===== src/rtl/benes_stage_pipe.sv =====
// One column of SIZE/2 2x2 crossbar switches behind a valid/ready register slice,
// with shadow/active switch settings. Define BENES_STAGE_SKID_EN for a 2-entry skid FIFO output.
module benes_stage_pipe #(
  parameter int SIZE  = 32,
  parameter int WIDTH = 4
) (
  input  logic                 clk,
  input  logic                 rst_n,
  input  logic                 cfg_shadow_wr,
  input  logic [SIZE/2-1:0]    cfg_shadow_data,
  input  logic                 cfg_commit,
  output logic [SIZE/2-1:0]    cfg_active,
  output logic                 cfg_pending,
  input  logic                 in_valid,
  output logic                 in_ready,
  input  logic [WIDTH-1:0]     in_data  [0:SIZE-1],
  output logic                 out_valid,
  input  logic                 out_ready,
  output logic [WIDTH-1:0]     out_data [0:SIZE-1]
);

  localparam int SWITCH_NUM = SIZE / 2;

  // Handshake: a beat moves on in when in_valid && in_ready, and out when
  // out_valid && out_ready; both are sampled on the same rising clock edge.
  logic                  accept;
  logic [SWITCH_NUM-1:0] shadow_q;
  logic [WIDTH-1:0]      perm [0:SIZE-1];

  assign accept = in_valid && in_ready;

  // Same-cycle write and commit writes straight through to the active config.
  always_ff @(posedge clk or negedge rst_n) begin
    if (!rst_n) begin
      shadow_q    <= '0;
      cfg_active  <= '0;
      cfg_pending <= 1'b0;
    end else if (cfg_shadow_wr && cfg_commit) begin
      shadow_q    <= cfg_shadow_data;
      cfg_active  <= cfg_shadow_data;
      cfg_pending <= 1'b0;
    end else if (cfg_shadow_wr) begin
      shadow_q    <= cfg_shadow_data;
      cfg_pending <= 1'b1;
    end else if (cfg_commit) begin
      cfg_active  <= shadow_q;
      cfg_pending <= 1'b0;
    end
  end

  always_comb begin
    for (int k = 0; k < SWITCH_NUM; k++) begin
      perm[2*k]   = cfg_active[k] ? in_data[2*k+1] : in_data[2*k];
      perm[2*k+1] = cfg_active[k] ? in_data[2*k]   : in_data[2*k+1];
    end
  end

`ifdef BENES_STAGE_SKID_EN
  logic             xfer;
  logic             wr_ptr;
  logic             rd_ptr;
  logic [1:0]       count;
  logic [WIDTH-1:0] mem [0:1][0:SIZE-1];

  assign xfer      = out_valid && out_ready;
  // in_ready depends only on registered occupancy, cutting the out_ready path.
  assign in_ready  = (count != 2'd2);
  assign out_valid = (count != 2'd0);
  assign out_data  = mem[rd_ptr];

  always_ff @(posedge clk or negedge rst_n) begin
    if (!rst_n) begin
      wr_ptr <= 1'b0;
      rd_ptr <= 1'b0;
      count  <= 2'd0;
      for (int e = 0; e < 2; e++)
        for (int i = 0; i < SIZE; i++)
          mem[e][i] <= '0;
    end else begin
      if (accept) begin
        mem[wr_ptr] <= perm;
        wr_ptr      <= ~wr_ptr;
      end
      if (xfer)
        rd_ptr <= ~rd_ptr;
      case ({accept, xfer})
        2'b10:   count <= count + 2'd1;
        2'b01:   count <= count - 2'd1;
        default: count <= count;
      endcase
    end
  end
`else
  assign in_ready = !out_valid || out_ready;

  always_ff @(posedge clk or negedge rst_n) begin
    if (!rst_n) begin
      out_valid <= 1'b0;
      for (int i = 0; i < SIZE; i++)
        out_data[i] <= '0;
    end else if (accept) begin
      out_valid <= 1'b1;
      out_data  <= perm;
    end else if (out_ready) begin
      out_valid <= 1'b0;
    end
  end
`endif

endmodule


===== config.mk =====
export PLATFORM = sky130hd
export DESIGN_NAME = benes_stage_pipe
export DESIGN_NICKNAME = d
export VERILOG_FILES = /design/src/rtl/benes_stage_pipe.sv
export SDC_FILE = /design/constraint.sdc
export NUM_CORES = 1
export LEC_CHECK = 0
export ABC_AREA = 1
export CAP_MARGIN = 20
export CORE_ASPECT_RATIO = 1.25
export CORE_MARGIN = 2
export CORE_UTILIZATION = 26
export CTS_BUF_LIST = sky130_fd_sc_hd__clkbuf_16
export DETAILED_ROUTE_END_ITERATION = 12
export PLACE_DENSITY = 0.5
export RECOVER_POWER = 100
export SKIP_CTS_REPAIR_TIMING = 1
export SYNTH_ARGS = -nofsm -noshare
export SYNTH_HDL_FRONTEND = slang
export SYNTH_SLANG_ARGS = --single-unit

===== constraint.sdc =====
create_clock -name clk -period 1.4 [get_ports clk]
set_input_delay 0.28 -clock clk [delete_from_list [all_inputs] [get_ports clk]]
set_output_delay 0.28 -clock clk [all_outputs]
set_load 0.05 [all_outputs]

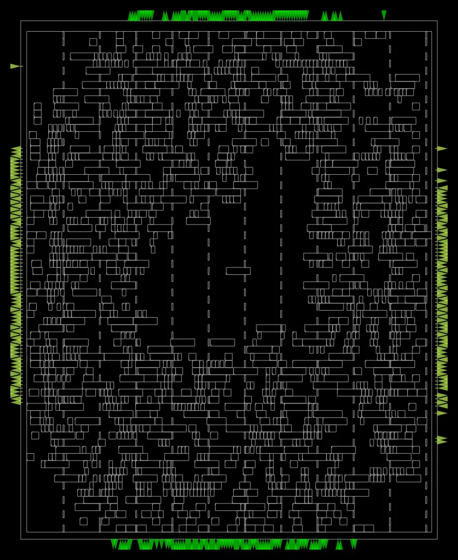
Fig. 1. Placement view (run 1).
share of the core filled with cells: 0.4008
flip-flop and latch share of the layout cell area: 0.3456
row count: 70
Fill cells: 3,100

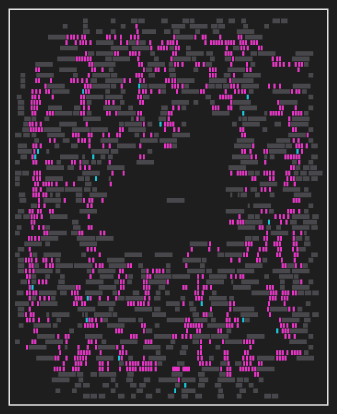
Fig. 2. Selected gate families (run 1).
(2 px per um)
Key: magenta = nand cells [cells 867, most used nand2_1, where spread over the die]; cyan = inv cells [cells 20, most used inv_1, where spread over the die]
dominant logic cell type in the layout: nand2_1
logic share of the area: 0.2800
non-filler instance count after layout: 1,836

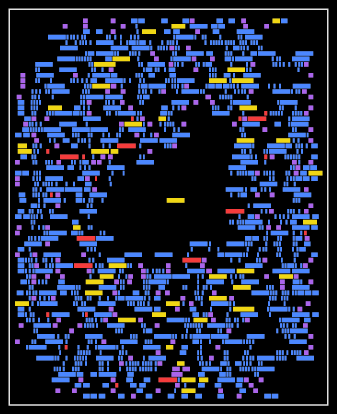
Fig. 3. Sizing map (run 1).
(2 px per um)
Key: red = x2 [cells 21, share 1.5%]; yellow = x6 and larger [cells 43, share 3.0%]; purple = x3 and x4 [cells 183, share 13%]; blue = x1 and smaller [cells 1,193, share 83%]
count of buffers not belonging to the clock network in the layout: 357
Syn-to-layout area delta: 51.52%

==> reports/metrics.cfg, run 1 <==
[synth]
yosys-top-cells-area=dfrtp_1 52%, nand2_1 42%, buf_4 1.8%, buf_6 1.5%, buf_2 1.3%
most_common_cell=nand2_1
synth-simple-area-share=0.4206
enable_flop_cells=0
synth.logic.top_family=simple AND/OR/NAND/NOR gates
mappedNetlistNets=1252
synth.mux.area_fraction=0
synth.largest_area_cell=dfrtp_1
syn-cell-area_um2=7761
synth.distinct_cells=11
yosys.area_share.adder=0
synth_xor_xnor_area_share=0

[route]
drt-initial-drc-count=341
dr_wl_met3_um=1681
final_antenna_net_count=0
vias_per_std_cell=4.143
met2WireLength_um=13180
drt_drc_violations_left=0
detailroute.via_count=7606

[sta]
setup_viol=1
slew_violations=0
report.final.hold_viol_count=0
max_slew_margin=0.6240
unrepaired_setup_endpoints_after_global_routing=true
fin_ws_ns=-0.02240

[placed_design]
port-buffer-count=296
gp_congestion=0.7617
hpwl_um=19340

[critical_path]
cp_slowest_cell=dfrtp_2
worst-setup-path-type=reg2out
crit_path_end_kind=output port

[grt]
globalRoute.totalOverflow=0
vias_in_the_first_global_route=7472
grt_start_max_net_pins=57
grtUsageTotal=0.1663

[final_layout]
design.final.nets=1578
fraction_of_final_layout_cells_sized_beyond_drive_strength_1=0.1715
antennaDiodeCount=0

[floorplan]
die_h_um=197.2
die_w_um=158.5
initial_core_util=0.2645

[clock_network]
cts_tree=built
cts_root_buffer=clkbuf_16
cts_sinks=162
worstSkewPairLatency_ns=0.43

[outcome]
violations_in_the_final_reports=setup timing
run_status=finished with violations

[hold_path]
worstHoldPathType=in2async

run 1: critical path: cells and delay by family (launching register included):
family | cells | cell delay, ns
and+or+nand+nor | 1 | 0.11
DFF | 1 | 0.46
buffers and inverters | 1 | 0.14
run 1: final cells by class:
cell class | instances | area (um^2)
clock buffers | 17 | 425.4
inverters | 20 | 75.07
multi-input cells | 870 | 3293
fillers | 3100 | 17580
repair buffers | 357 | 3241
clock inverters | 14 | 166.4
flip-flops and latches | 162 | 4064
well taps | 396 | 495.5
run 1: placed cells by master, fill, tap and decap left out, types with 3 or more instances in the layout:
| cell | n |
|---|---|
| buf_12 | 15 |
| clkbuf_4 | 128 |
| clkinvlp_4 | 5 |
| clkbuf_16 | 17 |
| bufinv_16 | 3 |
| buf_4 | 44 |
| clkinv_4 | 3 |
| buf_6 | 6 |
| nand2_1 | 865 |
| dfrtp_1 | 154 |
| buf_2 | 5 |
| inv_1 | 19 |
| dfrtp_2 | 8 |
| clkbuf_2 | 6 |
| clkdlybuf4s50_1 | 147 |
run 1: flip-flops by register name (all words and copies together), names as in the netlist:
| signal | flops |
|---|---|
| cfg_pending | 1 |
| cfg_active | 16 |
| out_valid | 1 |
| out_data | 128 |
| shadow_q | 16 |
run 1: per-stage QoR:
step           hold WS (ns)  total power [mW]  worst slack [ns]
2_1_floorplan      -0.01559             9.703           0.04766
3_3_place_gp         0.1882             14.10           -0.1734
3_5_place_dp         0.1838             14.13           -0.1925
4_1_cts             -0.2907             19.01           -0.1629
5_1_grt              0.3014             17.66          -0.05334
6_report             0.2846             16.77          -0.02240
run 1: logic make-up (layout without fill, tap and decap cells):
family	count (synthesis)	count (layout)
AOI/OAI and AO/OA	1	1
buffers and inverters	70	408
DFF	162	162
and+or+nand+nor	869	869
run 1: path summary, 6_finish.rpt:
path,start,endpoint,slack [ns],cells past startpoint
worst min-delay path,rst_n,out_data[41],0.28,2
max in group asynchronous,rst_n,cfg_active[4],0.22,3
min in group clk,cfg_shadow_data[15],shadow_q[15],0.40,3
worst max-delay path,out_valid,in_ready,-0.02,2
worst min register to register,shadow_q[11],shadow_q[11],0.47,2
worst max register to register,out_valid,out_data[25],0.07,5
run 1: metal layers:
metal | GRT usage | vias to the layer above
met5 | 0 | -
li1 | - | 3937
met4 | 0.05305 | 0
met1 | 0.1881 | 3436
met2 | 0.2974 | 202
met3 | 0.04980 | 31
run 1: report_power, final:
| group | switching [mW] | internal [mW] | leakage, nW |
|---|---|---|---|
| combinational | 4.17 | 1.98 | 4.23 |
| sequential | 0.451 | 5.41 | 2.00 |
| clock | 1.98 | 2.78 | 0.272 |
| total | 6.60 | 10.2 | 6.50 |
==> inputs of run 2 (changes only) <==
Settings changed: CORE_UTILIZATION 26 to 45, PLACE_DENSITY 0.5 to 0.8.
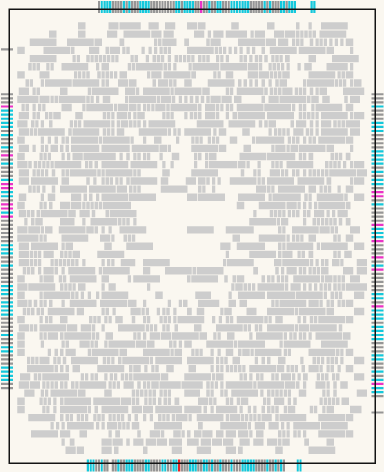
Fig. 4. Pin map (run 2).
(3 px per um) Pins as bars across the die edge, other pins in gray.
Key: magenta = cfg_shadow_data [pins 16, direction input, edge 8 east, 7 west, 1 north]; red = in_ready [pins 1, direction output, edge south]; cyan = out_data [pins 128, direction output, edge 35 north, 32 south, 31 east, 30 west]
All pins by edge: 76 east, 74 west, 74 north, 73 south.

==> reports/metrics.cfg, run 2 <==
[outcome]
run_status=finished with violations  ; unchanged
violations_in_the_final_reports=setup timing  ; unchanged

[clock_network]
ctsLongestPathBuffers=2  ; unchanged
cts_root_buffer=clkbuf_16  ; unchanged
cts_sinks=162  ; unchanged
worstSkewPairLatency_ns=0.43  ; about the same
cts_tree=built  ; unchanged
cts_htree_levels=4  ; unchanged

[critical_path]
cp_slowest_cell=dfrtp_1  ; was dfrtp_2
worst-setup-path-type=reg2out  ; unchanged
crit_path_end_kind=output port  ; unchanged
ff2ff_path_depth=6  ; was 5

[synth]
yosys_cells=1102  ; unchanged
enable_flop_cells=0  ; unchanged
syn-cell-area_um2=7761  ; unchanged
most_common_cell=nand2_1  ; unchanged
netlist_instances=1102  ; unchanged
yosys-top-cells-area=dfrtp_1 52%, nand2_1 42%, buf_4 1.8%, buf_6 1.5%, buf_2 1.3%  ; unchanged
synthTopCellsByCount=866 x nand2_1, 162 x dfrtp_1, 20 x buf_2  ; unchanged
mappedNetlistNets=1252  ; unchanged
synth.largest_area_cell=dfrtp_1  ; unchanged
synth-warning-count=0  ; unchanged
synth-main-ff-cell=dfrtp_1  ; unchanged
synth.distinct_cells=11  ; unchanged

[route]
final_antenna_net_count=0  ; unchanged
detailedRoute.firstPassIterationCount=5  ; unchanged
detailroute.via_count=7962  ; was 7,606
drt-initial-drc-count=572  ; was 341
wire_per_inst_um=15.00  ; was 13.94 um
drt_drc_violations_left=0  ; unchanged
vias_per_std_cell=4.852  ; was 4.143

[floorplan]
initial_core_util=0.4608  ; was 0.2645
die_h_um=150.8  ; was 197.2 um
std_cell_rows=53  ; was 70
die_area_um2=18320  ; was 31,260 um^2
die_w_um=121.5  ; was 158.5 um

[placed_design]
port-buffer-count=296  ; unchanged
gp_congestion=0.8538  ; was 0.7617
hpwl_um=18160  ; was 19,340 um

[final_layout]
max_flop_register=out_data  ; unchanged
mostFrequentLayoutCell=nand2_1  ; unchanged
filler_cell_count=1353  ; was 3,100
area.growth.synth_to_final_pct=45.32  ; was 51.52%
largest_register_ffs=128  ; unchanged
final_layout_top_logic_cells=865 x nand2_1, 150 x dfrtp_1, 146 x clkdlybuf4s50_1  ; was 865 x nand2_1, 154 x dfrtp_1, 147 x clkdlybuf4s50_1
stdcell_count=1641  ; was 1,836
reg.largest.list=out_data x128, cfg_active x16, shadow_q x16  ; unchanged
fraction_of_final_layout_cells_sized_beyond_drive_strength_1=0.1599  ; was 0.1715
design.final.nets=1558  ; was 1,578

[hold_path]
worstHoldPathType=in2async  ; unchanged

[grt]
grt_start_max_net_pins=62  ; was 57
globalRoute.totalOverflow=0  ; unchanged
vias_in_the_first_global_route=7911  ; was 7,472
grtUsageTotal=0.2708  ; was 0.1663

[sta]
unrepaired_setup_endpoints_after_global_routing=true  ; unchanged
layout_worst_path_cycle_share=1.009  ; was 1.016
max_slew_margin=0.5067  ; was 0.6240
fin_ws_ns=-0.01198  ; was -0.02240 ns
setup_viol=1  ; unchanged
report.final.hold_viol_count=0  ; unchanged
slew_violations=0  ; unchanged

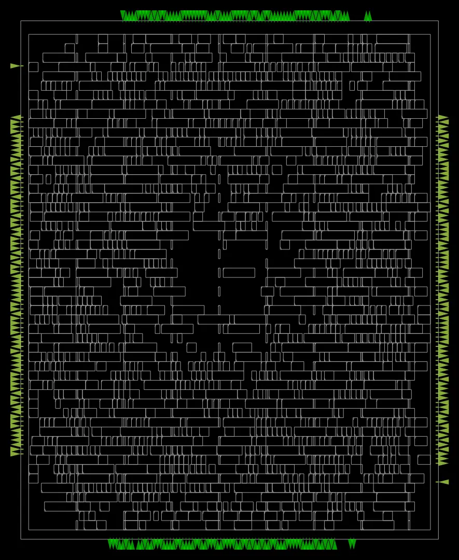
Fig. 5. Placement view (run 2).
placeable core area: 16,840 um^2
share of the core filled with cells: 0.6696

-- run 2: layout make-up --
cell class,count,area [um^2],area share
Antenna cell,1,2.502,0.0002219
Clock buffer,17,425.4,0.03772
Clock inverter,14,103.9,0.009208
Inverter,20,75.07,0.006656
Multi-Input combinational cell,870,3293,0.2920
Sequential cell,162,4069,0.3608
Tap cell,220,275.3,0.02441
Timing Repair Buffer,337,3034,0.2690
-- run 2: critical path: cells and delay by family, from the launching register on --
family	cells	cell delay, ns
DFF	1	0.43
buffers and inverters	2	0.28
-- run 2: path summary, 6_finish.rpt --
path                                 from              to  slack (ns)
max                        cfg_active[15]  cfg_active[15]       -0.01
min                                 rst_n    out_data[72]        0.23
max reg2reg                     out_valid   out_data[106]        0.06
min reg2reg                   shadow_q[6]     shadow_q[6]        0.47
max in group asynchronous           rst_n   cfg_active[0]        0.15
min in group clk                out_ready       out_valid        0.32
-- run 2: routing by layer --
metal | wire (um) | GRT usage | up-vias | share of wire
li1 | - | - | 3897 | -
met1 | 9122 | 0.2976 | 3730 | 0.37
met5 | 0 | 0 | - | 0
met4 | 950 | 0.1195 | 0 | 0.039
met3 | 1793 | 0.08133 | 65 | 0.073
met2 | 12750 | 0.4823 | 270 | 0.52
-- run 2: cell families (layout without fill, tap and decap cells) --
family | after synthesis | after routing | share of synthesized area
simple gates | 869 | 869 | 0.4206
flops | 162 | 162 | 0.5223
buf+inv | 70 | 388 | 0.05594
compound gates | 1 | 1 | 0.001129
other cells | 0 | 1 | 0
-- run 2: power by group --
part / internal [mW] / switching (mW)
registers: 5.41 / 0.495
logic: 1.86 / 4.17
clock network: 2.39 / 1.87
-- run 2: metrics by stage --
stage               hold WS, ns  power [mW]  instance area (um^2)  setup WS [ns]
floorplan              -0.01559       9.703                  7767        0.04766
global placement         0.1171       13.92                 12450        -0.1634
detailed placement       0.1183       14.08                 12450        -0.2143
CTS                     -0.3350       18.34                 12980        -0.1456
global route             0.2265       16.97                 11280       -0.05500
finish                   0.2341       16.20                 11280       -0.01198
Power and IR drop assume default switching activity.
